--- src/rtl/alimentador_sesgado_2dmesh_pkg.sv ---
// Shared definitions for the skewed operand feeder: FSM states and the N/W defaults
// that match the 2D-mesh multiplier.
package alimentador_sesgado_2dmesh_pkg;

  localparam int N_DEF   = 2;
  localparam int W_DEF   = 4;
  localparam int TMO_DEF = 15;

  typedef enum logic [1:0] {
    ST_IDLE   = 2'd0,
    ST_START  = 2'd1,
    ST_STREAM = 2'd2,
    ST_WAIT   = 2'd3
  } state_t;

  // Index width for an n-entry dimension, never narrower than one bit.
  function automatic int idx_w(input int n);
    return (n > 1) ? $clog2(n) : 1;
  endfunction

endpackage

--- src/rtl/alimentador_sesgado_2dmesh_if.sv ---
// Host load port and mesh handshake of the feeder. The slave modport is the feeder side;
// the master modport is the host/mesh side.
interface alimentador_sesgado_2dmesh_if
  import alimentador_sesgado_2dmesh_pkg::*;
#(
  parameter int N = N_DEF,
  parameter int W = W_DEF
) ();

  localparam int IW = idx_w(N);

  logic            i_ld;
  logic            i_lsel;
  logic [IW-1:0]   i_lrow;
  logic [IW-1:0]   i_lcol;
  logic [W-1:0]    i_ldat;
  logic            i_go;
  logic            i_eom;
  logic            o_stm;
  logic [N*W-1:0]  o_aout;
  logic [N*W-1:0]  o_bout;
  logic            o_busy;
  logic            o_done;
  logic            o_err;

  modport master (
    output i_ld, i_lsel, i_lrow, i_lcol, i_ldat, i_go, i_eom,
    input  o_stm, o_aout, o_bout, o_busy, o_done, o_err
  );

  modport slave (
    input  i_ld, i_lsel, i_lrow, i_lcol, i_ldat, i_go, i_eom,
    output o_stm, o_aout, o_bout, o_busy, o_done, o_err
  );

endinterface

--- src/rtl/alimentador_sesgado_2dmesh_skew_lane.sv ---
// One skewed edge lane: element (beat - IDX) of an N-element vector, or 0 outside the
// lane's active window.
module alimentador_sesgado_2dmesh_skew_lane
  import alimentador_sesgado_2dmesh_pkg::*;
#(
  parameter int N   = N_DEF,
  parameter int W   = W_DEF,
  parameter int BW  = 2,
  parameter int IDX = 0
) (
  input  logic [N*W-1:0] i_vec,
  input  logic [BW-1:0]  i_beat,
  input  logic           i_valid,
  output logic [W-1:0]   o_lane
);

  // NOTE: every always_comb output gets a default first so no latch is inferred.
  always_comb begin
    o_lane = '0;
    for (int k = 0; k < N; k++) begin
      if (i_valid && (int'(i_beat) == IDX + k)) o_lane = i_vec[k*W +: W];
    end
  end

endmodule

--- src/rtl/alimentador_sesgado_2dmesh.sv ---
// Skewed operand feeder for the 2D-mesh multiplier: loads A/B, pulses STM, streams skewed
// edges, waits for EOM. FEEDER_TIMEOUT_EN adds a WAIT watchdog that raises a sticky ERR.
module alimentador_sesgado_2dmesh
  import alimentador_sesgado_2dmesh_pkg::*;
#(
  parameter int N = N_DEF,
  parameter int W = W_DEF
`ifdef FEEDER_TIMEOUT_EN
  , parameter int TMO = TMO_DEF
`endif
) (
  input logic                         i_clk,
  input logic                         i_rst,
  alimentador_sesgado_2dmesh_if.slave bus
);

  localparam int            BW        = $clog2(2*N);
  localparam logic [BW-1:0] LAST_BEAT = BW'(2*N-2);

  state_t         r_state, w_state_nxt;
  logic [BW-1:0]  r_beat, w_beat_nxt;
  logic [W-1:0]   r_a [N][N];
  logic [W-1:0]   r_b [N][N];
  logic [N*W-1:0] w_a_row [N];
  logic [N*W-1:0] w_b_col [N];
  logic [N*W-1:0] w_a_lanes, w_b_lanes;
  logic           w_stream_nxt, w_stm_nxt, w_busy_nxt, w_done_nxt;
  logic           r_stm, r_busy, r_done;
  logic [N*W-1:0] r_aout, r_bout;
  logic           w_timeout;

`ifdef FEEDER_TIMEOUT_EN
  localparam int CW = $clog2(TMO+1);
  logic [CW-1:0] r_wcnt;
  logic          r_err;
`endif

  // Coefficient storage; writable only in IDLE so operands stay frozen during a run.
  always_ff @(posedge i_clk) begin
    if (i_rst) begin
      // NOTE: storage is a reset register file, not a RAM: a reset must clear every coefficient.
      for (int i = 0; i < N; i++) begin
        for (int j = 0; j < N; j++) begin
          r_a[i][j] <= '0;
          r_b[i][j] <= '0;
        end
      end
    end else if (r_state == ST_IDLE && bus.i_ld) begin
      if (bus.i_lsel) r_b[bus.i_lrow][bus.i_lcol] <= bus.i_ldat;
      else            r_a[bus.i_lrow][bus.i_lcol] <= bus.i_ldat;
    end
  end

  // Row i of A and column j of B, element k at bits k*W.
  always_comb begin
    for (int i = 0; i < N; i++) begin
      w_a_row[i] = '0;
      w_b_col[i] = '0;
      for (int k = 0; k < N; k++) begin
        w_a_row[i][k*W +: W] = r_a[i][k];
        w_b_col[i][k*W +: W] = r_b[k][i];
      end
    end
  end

  for (genvar g = 0; g < N; g++) begin : g_lane
    alimentador_sesgado_2dmesh_skew_lane #(.N(N), .W(W), .BW(BW), .IDX(g)) u_a_lane (
      .i_vec   (w_a_row[g]),
      .i_beat  (w_beat_nxt),
      .i_valid (w_stream_nxt),
      .o_lane  (w_a_lanes[g*W +: W])
    );
    alimentador_sesgado_2dmesh_skew_lane #(.N(N), .W(W), .BW(BW), .IDX(g)) u_b_lane (
      .i_vec   (w_b_col[g]),
      .i_beat  (w_beat_nxt),
      .i_valid (w_stream_nxt),
      .o_lane  (w_b_lanes[g*W +: W])
    );
  end

  always_ff @(posedge i_clk) begin
    if (i_rst) begin
      r_state <= ST_IDLE;
      r_beat  <= '0;
    end else begin
      r_state <= w_state_nxt;
      r_beat  <= w_beat_nxt;
    end
  end

  always_comb begin
    w_state_nxt = r_state;
    w_beat_nxt  = r_beat;
    unique case (r_state)
      ST_IDLE:   if (bus.i_go) w_state_nxt = ST_START;
      ST_START: begin
        w_state_nxt = ST_STREAM;
        w_beat_nxt  = '0;
      end
      ST_STREAM: begin
        if (r_beat == LAST_BEAT) begin
          w_state_nxt = ST_WAIT;
          w_beat_nxt  = '0;
        end else begin
          w_beat_nxt  = r_beat + BW'(1);
        end
      end
      ST_WAIT:   if (bus.i_eom || w_timeout) w_state_nxt = ST_IDLE;
      default:   w_state_nxt = ST_IDLE;
    endcase
  end

  // Outputs are decided from the next state so the registered lanes line up with the beat.
  always_comb begin
    w_stream_nxt = (w_state_nxt == ST_STREAM);
    w_stm_nxt    = (w_state_nxt == ST_START);
    w_busy_nxt   = (w_state_nxt != ST_IDLE);
    w_done_nxt   = (r_state == ST_WAIT) && (w_state_nxt == ST_IDLE);
  end

  always_ff @(posedge i_clk) begin
    if (i_rst) begin
      r_stm  <= 1'b0;
      r_busy <= 1'b0;
      r_done <= 1'b0;
      r_aout <= '0;
      r_bout <= '0;
    end else begin
      r_stm  <= w_stm_nxt;
      r_busy <= w_busy_nxt;
      r_done <= w_done_nxt;
      r_aout <= w_a_lanes;
      r_bout <= w_b_lanes;
    end
  end

`ifdef FEEDER_TIMEOUT_EN
  // Watchdog: r_wcnt holds the number of completed WAIT cycles; the TMO-th one times out.
  assign w_timeout = (r_state == ST_WAIT) && !bus.i_eom && (r_wcnt == CW'(TMO-1));

  always_ff @(posedge i_clk) begin
    if (i_rst) begin
      r_wcnt <= '0;
      r_err  <= 1'b0;
    end else begin
      r_wcnt <= (r_state == ST_WAIT) ? r_wcnt + CW'(1) : '0;
      if (r_state == ST_IDLE && bus.i_go) r_err <= 1'b0;
      else if (w_timeout)                 r_err <= 1'b1;
    end
  end

  assign bus.o_err = r_err;
`else
  assign w_timeout = 1'b0;
  assign bus.o_err = 1'b0;
`endif

  assign bus.o_stm  = r_stm;
  assign bus.o_busy = r_busy;
  assign bus.o_done = r_done;
  assign bus.o_aout = r_aout;
  assign bus.o_bout = r_bout;

endmodule

--- src/flat_wrapper.sv ---
// flat-port wrapper written by rule: the top's interface ports become plain ports
module alimentador_sesgado_2dmesh_flat import alimentador_sesgado_2dmesh_pkg::*;
#(
  parameter int N = N_DEF,
  parameter int W = W_DEF

)
  (i_clk, i_rst, bus_i_ld, bus_i_lsel, bus_i_lrow, bus_i_lcol, bus_i_ldat, bus_i_go, bus_i_eom, bus_o_stm, bus_o_aout, bus_o_bout, bus_o_busy, bus_o_done, bus_o_err);
  alimentador_sesgado_2dmesh_if #(.N(N), .W(W)) bus_i ();
  input logic i_clk;
  input logic i_rst;
  input wire logic [$bits(bus_i.i_ld)-1:0] bus_i_ld;
  input wire logic [$bits(bus_i.i_lsel)-1:0] bus_i_lsel;
  input wire logic [$bits(bus_i.i_lrow)-1:0] bus_i_lrow;
  input wire logic [$bits(bus_i.i_lcol)-1:0] bus_i_lcol;
  input wire logic [$bits(bus_i.i_ldat)-1:0] bus_i_ldat;
  input wire logic [$bits(bus_i.i_go)-1:0] bus_i_go;
  input wire logic [$bits(bus_i.i_eom)-1:0] bus_i_eom;
  output wire logic [$bits(bus_i.o_stm)-1:0] bus_o_stm;
  output wire logic [$bits(bus_i.o_aout)-1:0] bus_o_aout;
  output wire logic [$bits(bus_i.o_bout)-1:0] bus_o_bout;
  output wire logic [$bits(bus_i.o_busy)-1:0] bus_o_busy;
  output wire logic [$bits(bus_i.o_done)-1:0] bus_o_done;
  output wire logic [$bits(bus_i.o_err)-1:0] bus_o_err;
  assign bus_i.i_ld = bus_i_ld;
  assign bus_i.i_lsel = bus_i_lsel;
  assign bus_i.i_lrow = bus_i_lrow;
  assign bus_i.i_lcol = bus_i_lcol;
  assign bus_i.i_ldat = bus_i_ldat;
  assign bus_i.i_go = bus_i_go;
  assign bus_i.i_eom = bus_i_eom;
  assign bus_o_stm = bus_i.o_stm;
  assign bus_o_aout = bus_i.o_aout;
  assign bus_o_bout = bus_i.o_bout;
  assign bus_o_busy = bus_i.o_busy;
  assign bus_o_done = bus_i.o_done;
  assign bus_o_err = bus_i.o_err;
  alimentador_sesgado_2dmesh #(.N(N), .W(W)) u_core (.i_clk(i_clk), .i_rst(i_rst), .bus(bus_i));
endmodule
--- config.mk ---
export PLATFORM = sky130hd
export DESIGN_NAME = alimentador_sesgado_2dmesh_flat
export DESIGN_NICKNAME = d
export VERILOG_FILES = /design/src/rtl/alimentador_sesgado_2dmesh_pkg.sv /design/src/rtl/alimentador_sesgado_2dmesh_if.sv /design/src/rtl/alimentador_sesgado_2dmesh_skew_lane.sv /design/src/rtl/alimentador_sesgado_2dmesh.sv /design/src/flat_wrapper.sv
export SDC_FILE = /design/constraint.sdc
export NUM_CORES = 1
export LEC_CHECK = 0
export ABC_AREA = 1
export CAP_MARGIN = 20
export CORE_MARGIN = 2
export CORE_UTILIZATION = 58
export CTS_CLUSTER_SIZE = 14
export DETAILED_ROUTE_END_ITERATION = 16
export HOLD_SLACK_MARGIN = 0.05
export PLACE_DENSITY = 0.9
export SKIP_CTS_REPAIR_TIMING = 1
export SLEW_MARGIN = 40
export SYNTH_ARGS = -nofsm -noshare
export SYNTH_HDL_FRONTEND = slang
export SYNTH_SLANG_ARGS = --single-unit
--- constraint.sdc ---
create_clock -name i_clk -period 3.05 [get_ports i_clk]
set_input_delay 0.61 -clock i_clk [delete_from_list [all_inputs] [get_ports i_clk]]
set_output_delay 0.61 -clock i_clk [all_outputs]
set_load 0.02 [all_outputs]
flops_by_reg.png
Scale bar: 20 µm.
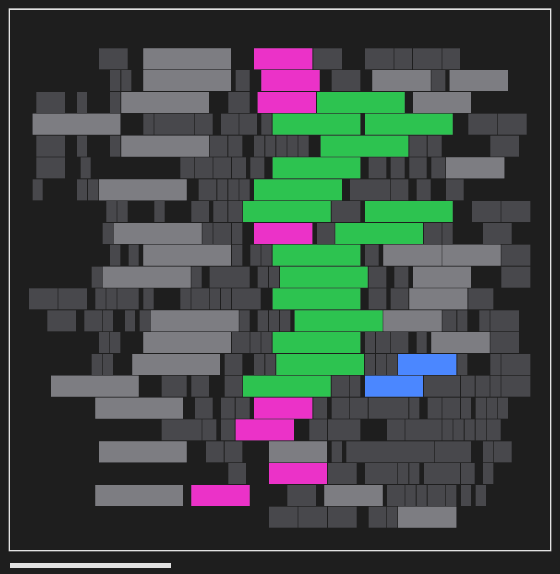
- blue: u_core.r_state (sequential cells 2)
- magenta: u_core.bus.o_aout (sequential cells 8)
- green: u_core.r_b (sequential cells 16)
- not colored: 29

sizes.png
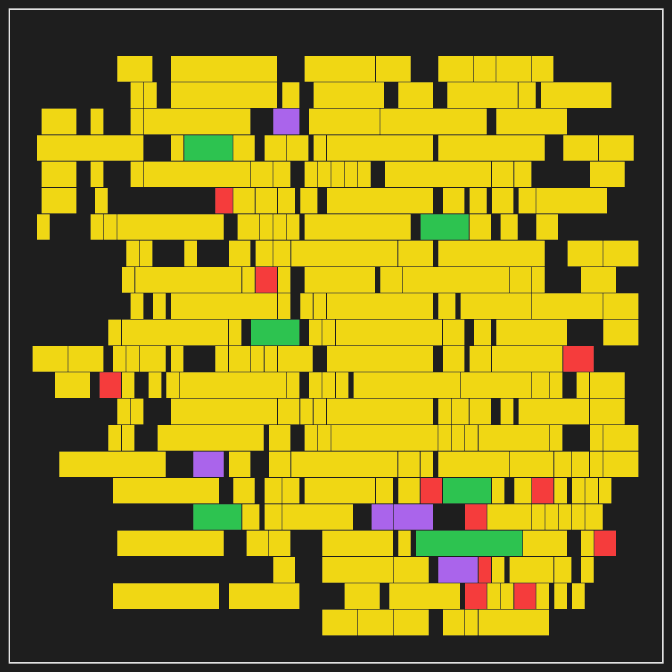
- red: _2 cells (cells 11; share 4.3%)
- green: _6 and larger (cells 6; share 2.3%; most used clkbuf_8)
- purple: _3 and _4 cells (cells 5; share 1.9%)
- yellow: _0 and _1 cells (cells 235; share 91%; most used nor2_1)

metal_density.png
13 x 13 tiles, from dark blue (low) to red (high), scaled to the fullest tile. Values are wire area over tile area, all layers added.
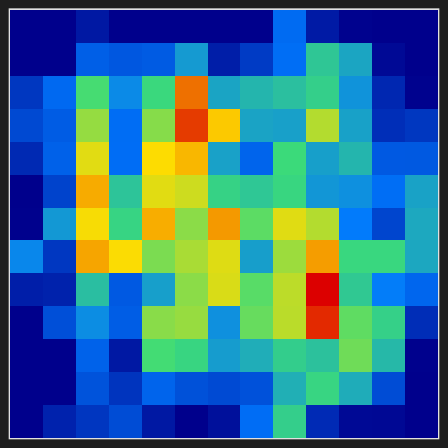
- nearly empty tiles: 17%
- tiles over half the peak: 24%
- fullest tile: 0.52
- densest ninth of the die: middle

clk_routes.png
Scale bar: 20 µm.
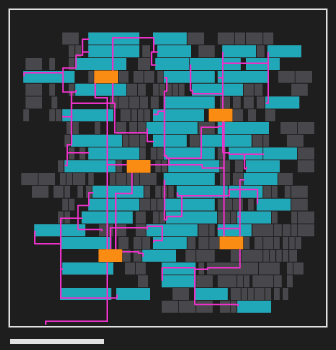
- cyan: flip-flops (count 55)
- magenta: clock wires (length 568 µm)
- orange: clock drivers (count 5)
- routed clock nets: 6

placement.png
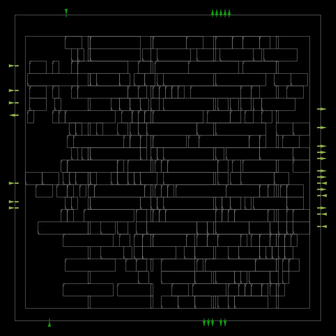
Tap Cells: 48
Final Non-Filler Cells: 305
core area: 0.00374 mm²
final core occ: 72.4%

==> impl_metrics.env <==
# yosys + openroad results
export IMPL_status="finished clean"
export IMPL_use_met1_pct=29.3
export IMPL_fmax_mhz=453
export IMPL_synth_cells=229
export IMPL_antenna_cells=0
export IMPL_hold_depth=2
export IMPL_hold_viol_final=0
export IMPL_most_common_cell="nor2_1"
export IMPL_drive_gt1_share_pct=8.56
export IMPL_ant_nets=0
export IMPL_fp_dieW_um=67.3
export IMPL_grt_pass1_wl_um=7590
export IMPL_slowest_stage="clkdlybuf4s50_1"
export IMPL_gp_congestion=0.833
export IMPL_layout_top_cells="44 x nor2_1, 33 x nand4_1, 32 x edfxtp_1"
export IMPL_antenna_found_initial=0
export IMPL_grt_util_met2_pct=39.5
export IMPL_cp_buffers_inverters=1
export IMPL_ys_flops=55
export IMPL_clkSlewWorstSetupHoldPaths_ns=0.10
export IMPL_ff_type="edfxtp_1"
export IMPL_post_route_worst_setup_slack_ns=0.841
export IMPL_tightest_slew_ns=0.632
export IMPL_wl_um=4610
export IMPL_top_regs="u_core.r_a: 16 flops, u_core.r_b: 16 flops"
export IMPL_wl_met1_um=1810
export IMPL_rsz0062_at_grt="false"
export IMPL_comb_area_share_pct=26.8
export IMPL_clock_buffers=5
export IMPL_firstDrtPassIters=4
export IMPL_avgSynthCellArea_um2=10.1
export IMPL_switching_share_pct=26.1
export IMPL_cpMostUsedCell="nor2_1"
export IMPL_sh_seq_area_pct=52.5
export IMPL_p_leak_nw=1.03
export IMPL_path_class="primary input to flop"
export IMPL_placed_cells=297
export IMPL_comb_multi_input_count=142
export IMPL_synthesis_nets=245
export IMPL_seq_cell_power_uw=832
export IMPL_startpoint="i_rst"
export IMPL_ios=32
export IMPL_lay_top_count="nor2_1"
export IMPL_edf_count=32
export IMPL_logic_family="simple AND/OR/NAND/NOR gates"
export IMPL_highest_layer="met4"
export IMPL_warnings=29
